### Pin map, run 1

Pins as bars across the die edge, other pins in grey.
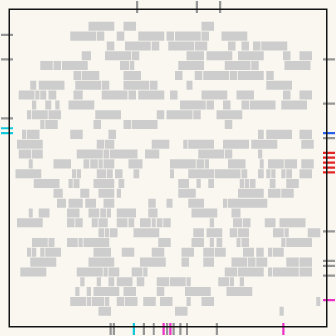
### Congestion heat map, run 1

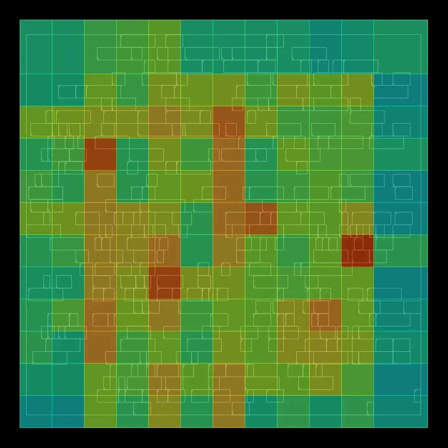
### Met3 routing, run 1

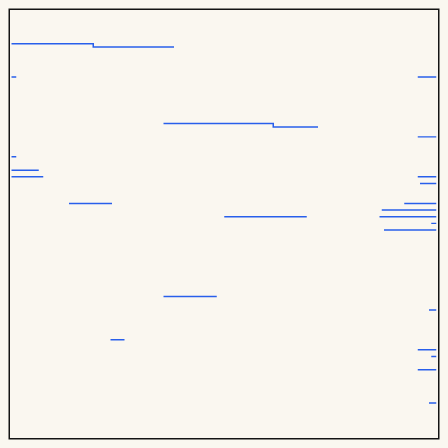
## config.mk

```make
export PLATFORM = sky130hd
export DESIGN_NAME = tmds_period_sched_flat
export DESIGN_NICKNAME = d
export VERILOG_FILES = /design/src/rtl/hdmi_pkg.sv /design/src/rtl/tmds_period_sched_if.sv /design/src/rtl/tmds_delay_line.sv /design/src/rtl/tmds_period_sched.sv /design/src/flat_wrapper.sv
export SDC_FILE = /design/constraint.sdc
export NUM_CORES = 1
export LEC_CHECK = 0
export CAP_MARGIN = 20
export CORE_UTILIZATION = 34
export DETAILED_ROUTE_END_ITERATION = 10
export HOLD_SLACK_MARGIN = 0.12
export MAX_ROUTING_LAYER = met4
export PLACE_DENSITY_LB_ADDON = 0.05
export RECOVER_POWER = 25
export SYNTH_ARGS = -nofsm -noshare
export SYNTH_HDL_FRONTEND = slang
export SYNTH_SLANG_ARGS = --single-unit
```

## constraint.sdc

```tcl
create_clock -name i_pclk -period 3.85 [get_ports i_pclk]
set_clock_uncertainty 0.05 [all_clocks]
set_input_delay 0.77 -clock i_pclk [delete_from_list [all_inputs] [get_ports i_pclk]]
set_output_delay 0.77 -clock i_pclk [all_outputs]
set_load 0.01 [all_outputs]
```

## src/rtl/hdmi_pkg.sv

```systemverilog
// Shared period codes, control-symbol constants and helpers for the TMDS period scheduler.
package hdmi_pkg;

  typedef enum logic [2:0] {
    CTRL  = 3'd0,
    VPRE  = 3'd1,
    VGB   = 3'd2,
    VIDEO = 3'd3,
    DPRE  = 3'd4,
    DGB_L = 3'd5,
    DATA  = 3'd6,
    DGB_T = 3'd7
  } period_e;

  localparam int unsigned PKT_LEN  = 32;
  localparam logic [3:0]  CTL_VPRE = 4'b0001;
  localparam logic [3:0]  CTL_DPRE = 4'b0101;

  function automatic logic [3:0] ctl_code(input period_e p);
    case (p)
      VPRE:    return CTL_VPRE;
      DPRE:    return CTL_DPRE;
      default: return 4'b0000;
    endcase
  endfunction

  // An empty island is still sent as one packet; oversize requests are capped.
  function automatic logic [4:0] clamp_npkt(input logic [4:0] n, input int unsigned max_pkts);
    if (n == 5'd0) return 5'd1;
    if (32'(n) > max_pkts) return 5'(max_pkts);
    return n;
  endfunction

endpackage

```

## src/rtl/tmds_period_sched_if.sv

```systemverilog
// Timing, island handshake and period outputs of the scheduler; master drives, slave schedules.
interface tmds_period_sched_if;
  import hdmi_pkg::*;

  logic       i_de;
  logic       i_hsync;
  logic       i_vsync;
  logic       i_island_req;
  logic [4:0] i_island_npkt;
  logic       i_island_window;

  logic       o_island_ack;
  logic       o_island_abort;
  period_e    o_period;
  logic [3:0] o_ctl;
  logic       o_de;
  logic       o_hsync;
  logic       o_vsync;
  logic       o_pkt_start;
  logic [4:0] o_pkt_idx;
  logic [4:0] o_char_idx;

  modport master (
    output i_de, i_hsync, i_vsync, i_island_req, i_island_npkt, i_island_window,
    input  o_island_ack, o_island_abort, o_period, o_ctl, o_de, o_hsync, o_vsync,
           o_pkt_start, o_pkt_idx, o_char_idx
  );

  modport slave (
    input  i_de, i_hsync, i_vsync, i_island_req, i_island_npkt, i_island_window,
    output o_island_ack, o_island_abort, o_period, o_ctl, o_de, o_hsync, o_vsync,
           o_pkt_start, o_pkt_idx, o_char_idx
  );
endinterface

```

## src/rtl/tmds_delay_line.sv

```systemverilog
// WIDTH x DEPTH shift register with synchronous clear, used to look ahead of the timing stream.
module tmds_delay_line #(
  parameter int unsigned WIDTH = 3,
  parameter int unsigned DEPTH = 10
) (
  input  logic             clk,
  input  logic             clr,
  input  logic [WIDTH-1:0] d,
  output logic [WIDTH-1:0] q
);

  logic [WIDTH-1:0] stage [DEPTH];

  always_ff @(posedge clk) begin
    if (clr) begin
      for (int unsigned i = 0; i < DEPTH; i++) stage[i] <= '0;
    end else begin
      stage[0] <= d;
      for (int unsigned i = 1; i < DEPTH; i++) stage[i] <= stage[i-1];
    end
  end

  assign q = stage[DEPTH-1];

endmodule

```

## src/rtl/tmds_period_sched.sv

```systemverilog
// Per-character HDMI period scheduler: inserts preambles/guard bands ahead of delayed video
// and grants data-island slots during control periods.
module tmds_period_sched
  import hdmi_pkg::*;
#(
  parameter int unsigned PRE_LEN  = 8,
  parameter int unsigned GB_LEN   = 2,
  parameter int unsigned MIN_CTL  = 12,
  parameter int unsigned MAX_PKTS = 18
) (
  input logic                i_pclk,
  input logic                i_rst,
  tmds_period_sched_if.slave bus
);

  localparam int unsigned LOOK = PRE_LEN + GB_LEN;
  localparam int unsigned CW   = $clog2(LOOK + 1);
  localparam int unsigned KW   = $clog2(MIN_CTL + 1);

  period_e       state, state_nxt;
  logic [CW-1:0] cnt, cnt_nxt;
  logic [KW-1:0] ctl_cnt;
  logic [4:0]    char_idx, pkt_idx, char_nxt, pkt_nxt, npkt;
  logic          de_prev, de_rise, grant, abort_nxt, last_char, last_pkt;
  logic          ack_q, abort_q;
  logic [2:0]    tap, out_q;

  tmds_delay_line #(
    .WIDTH(3),
    .DEPTH(LOOK)
  ) u_delay (
    .clk (i_pclk),
    .clr (i_rst),
    .d   ({bus.i_vsync, bus.i_hsync, bus.i_de}),
    .q   (tap)
  );

  always_comb begin
    state_nxt = state;
    grant     = 1'b0;
    abort_nxt = 1'b0;
    de_rise   = bus.i_de & ~de_prev;
    last_char = (char_idx == 5'(PKT_LEN - 1));
    last_pkt  = (pkt_idx == npkt - 5'd1);

    case (state)
      CTRL: begin
        if (de_rise) begin
          state_nxt = VPRE;
        end else if (ctl_cnt == KW'(MIN_CTL) && bus.i_island_req && bus.i_island_window) begin
          grant     = 1'b1;
          state_nxt = DPRE;
        end
      end
      VPRE:    if (cnt == CW'(PRE_LEN - 1)) state_nxt = VGB;
      VGB:     if (cnt == CW'(GB_LEN - 1))  state_nxt = VIDEO;
      // tap[0] is the DE that becomes o_de next cycle, so period and o_de drop together
      VIDEO:   if (!tap[0]) state_nxt = CTRL;
      DPRE:    if (cnt == CW'(PRE_LEN - 1)) state_nxt = DGB_L;
      DGB_L:   if (cnt == CW'(GB_LEN - 1))  state_nxt = DATA;
      DATA:    if (last_char && last_pkt)   state_nxt = DGB_T;
      DGB_T:   if (cnt == CW'(GB_LEN - 1))  state_nxt = CTRL;
      default: state_nxt = CTRL;
    endcase

    // Video that arrives inside an island wins; the island is cut and the video preamble starts.
    if (de_rise && (state inside {DPRE, DGB_L, DATA, DGB_T})) begin
      abort_nxt = 1'b1;
      state_nxt = VPRE;
    end

    cnt_nxt  = (state_nxt != state) ? '0 : cnt + CW'(1);
    char_nxt = '0;
    pkt_nxt  = '0;
    if (state == DATA && state_nxt == DATA) begin
      char_nxt = last_char ? '0 : char_idx + 5'd1;
      pkt_nxt  = last_char ? pkt_idx + 5'd1 : pkt_idx;
    end
  end

  always_ff @(posedge i_pclk) begin
    if (i_rst) begin
      state    <= CTRL;
      cnt      <= '0;
      ctl_cnt  <= '0;
      char_idx <= '0;
      pkt_idx  <= '0;
      npkt     <= '0;
      de_prev  <= 1'b0;
      ack_q    <= 1'b0;
      abort_q  <= 1'b0;
      out_q    <= '0;
    end else begin
      state    <= state_nxt;
      cnt      <= cnt_nxt;
      char_idx <= char_nxt;
      pkt_idx  <= pkt_nxt;
      de_prev  <= bus.i_de;
      ack_q    <= grant;
      abort_q  <= abort_nxt;
      out_q    <= tap;
      if (state != CTRL) begin
        ctl_cnt <= '0;
      end else if (ctl_cnt != KW'(MIN_CTL)) begin
        ctl_cnt <= ctl_cnt + KW'(1);
      end
      if (grant) npkt <= clamp_npkt(bus.i_island_npkt, MAX_PKTS);
    end
  end

  assign bus.o_period      = state;
  assign bus.o_ctl         = ctl_code(state);
  assign bus.o_island_ack  = ack_q;
  assign bus.o_island_abort = abort_q;
  assign bus.o_de          = out_q[0];
  assign bus.o_hsync       = out_q[1];
  assign bus.o_vsync       = out_q[2];
  assign bus.o_pkt_start   = (state == DATA) && (char_idx == 5'd0);
  assign bus.o_pkt_idx     = pkt_idx;
  assign bus.o_char_idx    = char_idx;

endmodule

```

## src/flat_wrapper.sv

```systemverilog
// flat-port wrapper written by rule: the top's interface ports become plain ports
module tmds_period_sched_flat import hdmi_pkg::*;
#(
  parameter int unsigned PRE_LEN  = 8,
  parameter int unsigned GB_LEN   = 2,
  parameter int unsigned MIN_CTL  = 12,
  parameter int unsigned MAX_PKTS = 18
)
  (i_pclk, i_rst, bus_i_de, bus_i_hsync, bus_i_vsync, bus_i_island_req, bus_i_island_npkt, bus_i_island_window, bus_o_island_ack, bus_o_island_abort, bus_o_period, bus_o_ctl, bus_o_de, bus_o_hsync, bus_o_vsync, bus_o_pkt_start, bus_o_pkt_idx, bus_o_char_idx);
  tmds_period_sched_if bus_i ();
  input logic i_pclk;
  input logic i_rst;
  input wire logic [$bits(bus_i.i_de)-1:0] bus_i_de;
  input wire logic [$bits(bus_i.i_hsync)-1:0] bus_i_hsync;
  input wire logic [$bits(bus_i.i_vsync)-1:0] bus_i_vsync;
  input wire logic [$bits(bus_i.i_island_req)-1:0] bus_i_island_req;
  input wire logic [$bits(bus_i.i_island_npkt)-1:0] bus_i_island_npkt;
  input wire logic [$bits(bus_i.i_island_window)-1:0] bus_i_island_window;
  output wire logic [$bits(bus_i.o_island_ack)-1:0] bus_o_island_ack;
  output wire logic [$bits(bus_i.o_island_abort)-1:0] bus_o_island_abort;
  output wire logic [$bits(bus_i.o_period)-1:0] bus_o_period;
  output wire logic [$bits(bus_i.o_ctl)-1:0] bus_o_ctl;
  output wire logic [$bits(bus_i.o_de)-1:0] bus_o_de;
  output wire logic [$bits(bus_i.o_hsync)-1:0] bus_o_hsync;
  output wire logic [$bits(bus_i.o_vsync)-1:0] bus_o_vsync;
  output wire logic [$bits(bus_i.o_pkt_start)-1:0] bus_o_pkt_start;
  output wire logic [$bits(bus_i.o_pkt_idx)-1:0] bus_o_pkt_idx;
  output wire logic [$bits(bus_i.o_char_idx)-1:0] bus_o_char_idx;
  assign bus_i.i_de = bus_i_de;
  assign bus_i.i_hsync = bus_i_hsync;
  assign bus_i.i_vsync = bus_i_vsync;
  assign bus_i.i_island_req = bus_i_island_req;
  assign bus_i.i_island_npkt = bus_i_island_npkt;
  assign bus_i.i_island_window = bus_i_island_window;
  assign bus_o_island_ack = bus_i.o_island_ack;
  assign bus_o_island_abort = bus_i.o_island_abort;
  assign bus_o_period = bus_i.o_period;
  assign bus_o_ctl = bus_i.o_ctl;
  assign bus_o_de = bus_i.o_de;
  assign bus_o_hsync = bus_i.o_hsync;
  assign bus_o_vsync = bus_i.o_vsync;
  assign bus_o_pkt_start = bus_i.o_pkt_start;
  assign bus_o_pkt_idx = bus_i.o_pkt_idx;
  assign bus_o_char_idx = bus_i.o_char_idx;
  tmds_period_sched #(.PRE_LEN(PRE_LEN), .GB_LEN(GB_LEN), .MIN_CTL(MIN_CTL), .MAX_PKTS(MAX_PKTS)) u_core (.i_pclk(i_pclk), .i_rst(i_rst), .bus(bus_i));
endmodule
```

==> results.toml, run 1 <==
# synthesis and place-and-route metrics
[floorplan]
tap-cell-count = 96

[placed_design]
place_inst = 375
gp_routability_congestion = 0.815

[setup_path]
critPathTopFamily = "flip-flops"
crit_type = "reg2out"
endpoint = "bus_o_pkt_start"
rrSetupSlack_ns = 1.94
critPathRequiredTime_ns = 3.03

[final_layout]
num-nonclk-buffers = 34
seq-cell-share_pct = 39.8
syn2layout_area_growth_pct = 23.7
nFlopsAndLatches = 61
final_cell_count_no_fill = 391

[drt]
first_pass_iters = 4

[pwr]
p_comb_share_pct = 5.3

[clock_network]
cts_sinks = 61

[grt]
grt.overflow.total = 0

[logic_synthesis]
ys_seq_share_pct = 49.2
ys_ff = 61
yosysCellCount = 255
synthCells = 255

[outcome]
status = "completed"
## Picture notes: 'Pin map'
| port | colour | pins | direction | edge |
|---|---|---|---|---|
| bus_i_island_npkt | red | 5 | input | right |
| bus_o_island_ack | blue | 1 | output | right |
| bus_o_ctl | magenta | 4 | output | 3 bottom, 1 right |
| bus_o_period | cyan | 3 | output | 2 left, 1 bottom |
all pins by edge: 14 right, 13 bottom, 5 left, 3 top

## Picture notes: 'Congestion heat map'
met3 Track Usage GR: 4.93%
busiest grt layer: met2
M1 GR Usage: 17.7%
routing usage on met2: 18.3%
GRT Total Usage: 13.6%

## Picture notes: 'Met3 routing'
main direction: horizontal
longest straight run: 22.3 µm
nets with wire on the layer: 21
wire length on this layer: 179 µm

### Where the registers sit, run 1

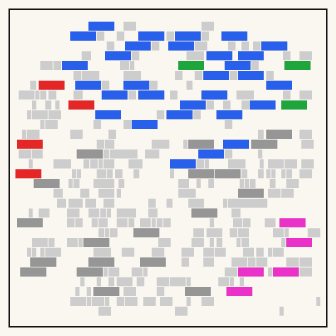

==> run 2: changes to the inputs <==
==> constraint.sdc (replaced) <==
create_clock -name i_pclk -period 3 [get_ports i_pclk]
set_clock_uncertainty 0.05 [all_clocks]
set_input_delay 0.6 -clock i_pclk [delete_from_list [all_inputs] [get_ports i_pclk]]
set_output_delay 0.6 -clock i_pclk [all_outputs]
set_load 0.01 [all_outputs]
### Where the registers sit, run 2

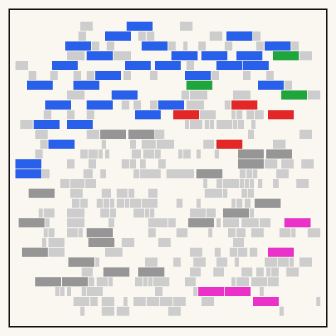
| name in the netlist | colour | sequential cells |
|---|---|---|
| u_core.out_q | green | 3 |
| u_core.ctl_cnt | red | 4 |
| u_core.u_delay.stage | blue | 30 |
| u_core.bus.o_pkt_idx | magenta | 5 |

==> results.toml, run 2 <==
# synthesis and place-and-route metrics
[final_layout]
num-nonclk-buffers = 34
final_cell_count_no_fill = 390
seq-cell-share_pct = 40.0
syn2layout_area_growth_pct = 22.9

[logic_synthesis]
synthCells = 255
yosysCellCount = 255
ys_seq_share_pct = 49.2
ys_ff = 61

[grt]
use_met3_pct = 6.35
top_usage_layer = "met2"
grt.overflow.total = 0
grt_util_met2_pct = 19.3
met1_usage_pct = 17.7
grt.total_usage_pct = 14.0

[setup_path]
endpoint = "bus_o_pkt_start"
rrSetupSlack_ns = 1.05
crit_type = "reg2out"
critPathRequiredTime_ns = 2.35

[pwr]
p_comb_share_pct = 5.4

[timing]
slew_violations = 42

[outcome]
status = "complete, but fails checks"
failed_checks = "max-capacitance violations, max-slew violations"

[run]
cap_violations = 1
